**config.mk**
```make
export PLATFORM = sky130hd
export DESIGN_NAME = theia_omem_drain
export DESIGN_NICKNAME = d
export VERILOG_FILES = /design/src/rtl/theia_omem_drain.sv
export SDC_FILE = /design/constraint.sdc
export NUM_CORES = 1
export LEC_CHECK = 0
export CELL_PAD_IN_SITES_DETAIL_PLACEMENT = 2
export CELL_PAD_IN_SITES_GLOBAL_PLACEMENT = 2
export CORE_ASPECT_RATIO = 2
export CORE_UTILIZATION = 36
export DETAILED_ROUTE_END_ITERATION = 6
export GPL_TIMING_DRIVEN = 0
export PLACE_DENSITY = 0.84
export SLEW_MARGIN = 10
export SYNTH_ARGS = -nofsm -noshare
export SYNTH_HDL_FRONTEND = slang
export SYNTH_SLANG_ARGS = --single-unit
```
**constraint.sdc**
```tcl
create_clock -name CLK_I -period 6.09 [get_ports CLK_I]
set_input_delay 1.827 -clock CLK_I [delete_from_list [all_inputs] [get_ports CLK_I]]
set_output_delay 1.827 -clock CLK_I [all_outputs]
set_load 0.01 [all_outputs]
```
**src/rtl/theia_omem_drain.sv**
```systemverilog
// Readback engine for the THEIA output memories: sweeps enabled cores bank by bank,
// absorbs the one-cycle read latency and emits a strobe/ack stream tagged with the core.
module theia_omem_drain #(
  parameter int WB_WIDTH      = 32,
  parameter int MAX_CORES     = 8,
  parameter int MAX_CORE_BITS = 3
) (
  input  logic                     CLK_I,
  input  logic                     RST_I,
  input  logic                     START_I,
  input  logic [WB_WIDTH-1:0]      WCNT_I,
  input  logic [MAX_CORES-1:0]     CMASK_I,
  output logic [MAX_CORE_BITS-1:0] OMBSEL_O,
  output logic [WB_WIDTH-1:0]      OMADR_O,
  input  logic [WB_WIDTH-1:0]      OMEM_I,
  output logic [WB_WIDTH-1:0]      DAT_O,
  output logic [MAX_CORE_BITS-1:0] TGA_O,
  output logic                     STB_O,
  input  logic                     ACK_I,
  output logic                     BUSY_O,
  output logic                     DONE_O
);

  // state | meaning
  // IDLE  | waiting for START_I
  // READ  | issuing reads, one per cycle while credit allows
  // FLUSH | all reads issued, draining in-flight word and FIFO
  localparam logic [1:0] S_IDLE  = 2'd0;
  localparam logic [1:0] S_READ  = 2'd1;
  localparam logic [1:0] S_FLUSH = 2'd2;

  logic [1:0]               r_state;
  logic [WB_WIDTH-1:0]      r_wcnt;
  logic [MAX_CORES-1:0]     r_cmask;
  logic [MAX_CORE_BITS-1:0] r_core;
  logic [WB_WIDTH-1:0]      r_addr;
  logic                     r_vld;
  logic [MAX_CORE_BITS-1:0] r_vld_tga;
  logic [WB_WIDTH-1:0]      r_fifo_dat [2];
  logic [MAX_CORE_BITS-1:0] r_fifo_tga [2];
  logic                     r_rptr;
  logic                     r_wptr;
  logic [1:0]               r_occ;
  logic                     r_done;

  logic [MAX_CORE_BITS-1:0] w_first;
  logic [MAX_CORE_BITS-1:0] w_next;
  logic                     w_has_next;
  logic                     w_pop;
  logic [1:0]               w_level;
  logic                     w_issue;
  logic [WB_WIDTH-1:0]      w_last_adr;

  always_comb begin
    w_first = '0;
    for (int i = MAX_CORES - 1; i >= 0; i--)
      if (CMASK_I[i]) w_first = MAX_CORE_BITS'(i);
  end

  always_comb begin
    w_next     = r_core;
    w_has_next = 1'b0;
    for (int i = MAX_CORES - 1; i >= 0; i--)
      if (r_cmask[i] && (MAX_CORE_BITS'(i) > r_core)) begin
        w_next     = MAX_CORE_BITS'(i);
        w_has_next = 1'b1;
      end
  end

  // Level is the FIFO occupancy after this edge; a read issued now lands one cycle later,
  // so allowing issue at level<=1 keeps the 2-entry FIFO from overflowing.
  assign w_pop      = STB_O & ACK_I;
  assign w_level    = r_occ + {1'b0, r_vld} - {1'b0, w_pop};
  assign w_issue    = (r_state == S_READ) && (w_level <= 2'd1);
  assign w_last_adr = r_wcnt - WB_WIDTH'(1);

  assign OMBSEL_O = r_core;
  assign OMADR_O  = r_addr;
  assign DAT_O    = r_fifo_dat[r_rptr];
  assign TGA_O    = r_fifo_tga[r_rptr];
  assign STB_O    = (r_occ != 2'd0);
  assign BUSY_O   = (r_state != S_IDLE);
  assign DONE_O   = r_done;

  always_ff @(posedge CLK_I or negedge RST_I) begin
    if (!RST_I) begin
      r_state       <= S_IDLE;
      r_wcnt        <= '0;
      r_cmask       <= '0;
      r_core        <= '0;
      r_addr        <= '0;
      r_vld         <= 1'b0;
      r_vld_tga     <= '0;
      r_fifo_dat[0] <= '0;
      r_fifo_dat[1] <= '0;
      r_fifo_tga[0] <= '0;
      r_fifo_tga[1] <= '0;
      r_rptr        <= 1'b0;
      r_wptr        <= 1'b0;
      r_occ         <= 2'd0;
      r_done        <= 1'b0;
    end else begin
      r_done <= 1'b0;
      r_vld  <= w_issue;
      r_occ  <= w_level;
      if (w_issue) r_vld_tga <= r_core;
      if (r_vld) begin
        r_fifo_dat[r_wptr] <= OMEM_I;
        r_fifo_tga[r_wptr] <= r_vld_tga;
        r_wptr             <= ~r_wptr;
      end
      if (w_pop) r_rptr <= ~r_rptr;

      case (r_state)
        S_IDLE: begin
          if (START_I) begin
            r_wcnt  <= WCNT_I;
            r_cmask <= CMASK_I;
            if ((WCNT_I == '0) || (CMASK_I == '0)) begin
              r_done <= 1'b1;
            end else begin
              r_state <= S_READ;
              r_core  <= w_first;
              r_addr  <= '0;
            end
          end
        end
        S_READ: begin
          if (w_issue) begin
            if (r_addr == w_last_adr) begin
              if (w_has_next) begin
                r_core <= w_next;
                r_addr <= '0;
              end else begin
                r_state <= S_FLUSH;
              end
            end else begin
              r_addr <= r_addr + WB_WIDTH'(1);
            end
          end
        end
        S_FLUSH: begin
          if (w_level == 2'd0) begin
            r_state <= S_IDLE;
            r_done  <= 1'b1;
          end
        end
        default: r_state <= S_IDLE;
      endcase
    end
  end

endmodule

```
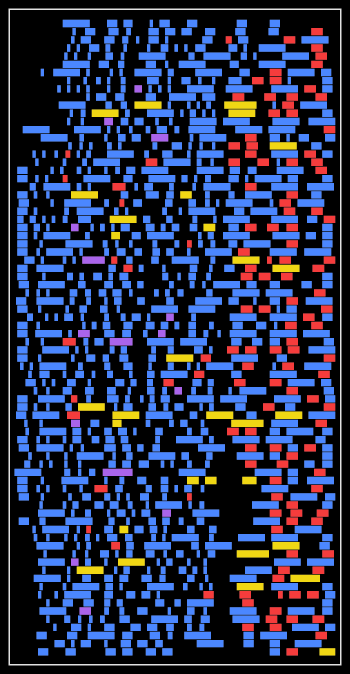
**Above:** drive-strength map.
Drawn at 3 px/um.
_6 and larger -> yellow  # cells 30, share 2.9%
_0 and _1 cells -> blue  # cells 847, share 83%
_3 and _4 cells -> purple  # cells 15, share 1.5%
_2 cells -> red  # cells 127, share 12%
cell area after layout: 0.0109 sq mm
area grow syn2layout: 29.4%
final worst setup slack: 0.405 ns

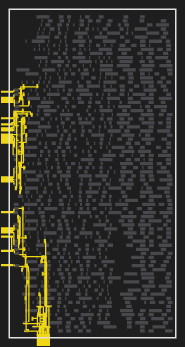
**Above:** port wiring.
Drawn at 1.5 px/um.
WCNT_I -> yellow  # bits 32, direction input, end cells 40, buffers 32, wire 987 um
port bufs: 148
num ports: 149

==> results_slide.txt <==
Synthesis and Place & Route Summary

Worst setup path
  • Worst R2R Start: r_wcnt[0]
  • R2R Path End: OMADR_O[15]
  • Worst Setup End Kind: register
  • Worst Reg-to-Reg Cells: 12
  • Worst Path Max Fanout: 10
  • Cell mode on critical path: clkbuf_1
  • CP startpoint: ACK_I
  • Worst Setup EP: OMADR_O[29]
  • Setup Crit Path Kind: primary input to register
  • Data arrival, critical path: 6.01 ns
  • Critical path depth: 16
  • Buf/Inv on CP: 5
  • Crit path max-delay cell type: a221o_1
  • R2R Setup Slk: ~1.3 ns
  • Crit path max-delay family: buffers and inverters
  • CP Data Required Time: 6.41 ns

Synthesis
  • Synth top cell by count: dfrtp_1
  • Dominant combinational family: simple AND/OR/NAND/NOR gates
  • Synth cell types: 66
  • Dominant synthesized flop cell: dfrtp_1
  • Adder share: 0.596%
  • Synth warn: 0
  • Mux cell area share: between 10% and 20%
  • Mapped cell area: around 0.0084 sq mm
  • # Cells Yosys: 839
  • Ao+oa area frac: 9.79%
  • Yosys simple share: 20.3%
  • Synth top cells by count: 155 x dfrtp_1, 154 x nand2_1, 106 x mux2_2
  • Top area cell types: dfrtp_1 46%, mux2_2 14%, nand2_1 6.9%
  • Number of enable flip-flop cells: 0
  • Fraction of registers with async set/reset: 100%
  • Synth area leader: dfrtp_1

Power
  • Int Pwr: between 3 and 4 mW
  • Power, Total: 5.49 mW
  • Pwr per Cell Area: 505 mW/mm^2
  • Clock Power Share: 20.3%
  • Peak VDD IR: 0.277 mV
  • Pwr top: combinational logic
  • Comb group: between 2 and 3 mW
  • Psw: 2.11 mW
  • Comb pwr share: 46.8%
  • P_seq: 1.81 mW

Detailed routing
  • First drt pass iteration count: 4
  • Total routed wirelength: 29.1 mm
  • DR DRC count: 0
  • Routed met3 length: ~1.1 mm
  • Met1 wire length: 9.84 mm
  • Wire length per cell: 22.4 um
  • Detailed Route Iter0 Violations: between 200 and 250
  • DR top layer: met4
  • Routed vias: 7253

Layout
  • Clock buf count: 18
  • Final nets: 1087
  • Most used logic cell in the final layout: dfrtp_1
  • Fillers: 2417
  • Signal buffers: 194
  • Non-clock buffers, area share: 15.9%
  • Reg with most FFs: r_fifo_dat
  • Flop Count: approximately 160
  • Final Non-Filler Cells: around 1300
  • Antenna diode count: 0
  • Logic area: 0.00424 sq mm
  • Most frequent cells in the layout: 155 x dfrtp_1, 154 x nand2_1, 147 x clkdlybuf4s50_1
  • Combinational share of cell area: between 30% and 40%
  • Seq/total area: 35.7%
  • Largest register FFs: around 64
  • Clock-cell share: approximately 5.6%
  • Register area: roughly 0.0039 sq mm
  • Non-clk invs: 18

GRT
  • Met2 usage: 50.2%
  • GRT overflow: 0
  • Total track usage: 25.9%
  • Largest net degree at the start of global routing: 103
  • First-pass GRT wire length: 45.9 mm
  • GR Layer Usage met3: 4.66%
  • GR Util met1: between 20% and 30%
  • Initial antenna violation count: 0

Die
  • Fp_density: approximately 37%
  • Die W: 110 um
  • Tap cells: 280
  • Row count: between 70 and 80
  • CORE AREA: between 0.02 and 0.025 sq mm
  • Die area: 0.0240 sq mm

Clocking
  • TritonCTS clock tree: yes
  • Postcts setup bufs: 0
  • Post-CTS Resized: 0
  • CTS Hold Bufs: 0
  • Clock root buffer: clkbuf_16
  • Clk pin slew, worst setup/hold paths: 0.06 ns
  • CTS H-tree depth: 4
  • Latency at later pin: 0.45 ns

Min path
  • HP Class: register to register
  • Hold Crit Depth: 1
  • Hold EP: r_fifo_dat[21]

Place
  • GPL Wtd Cong: ~0.85
  • Post-Place Cells: 1268
  • Dpl ws: -0.0152 ns

Timing
  • Min Tclk post-route: 5.69 ns
  • Slew margin rel.: 38.4%
  • Worst Tran Pin Value: 0.917 ns
  • Max-slew violation count: 0
  • Setup_tns: 0 ns
  • FMAX: 176 MHz
  • Worst Skew: 0.00923 ns
  • RSZ-0062 raised after global routing: false

Status
  • Status: complete, no violations
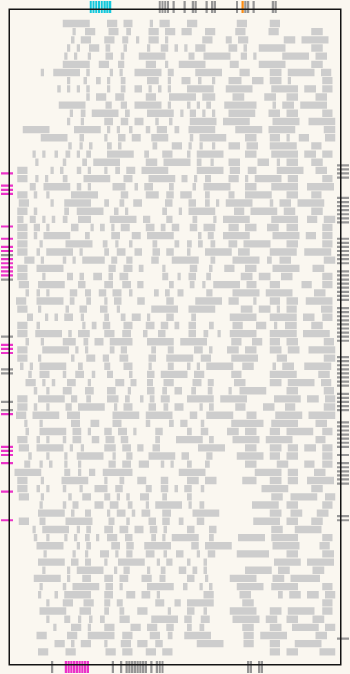
**Above:** I/O pins on the die edge.
Drawn at 3 px/um. Pins as bars across the die edge, other pins in grey.
CMASK_I -> cyan  # pins 8, direction input, edge north
WCNT_I -> magenta  # pins 32, direction input, edge 23 west, 9 south
ACK_I -> orange  # pins 1, direction input, edge north

Power and IR drop assume default switching activity.
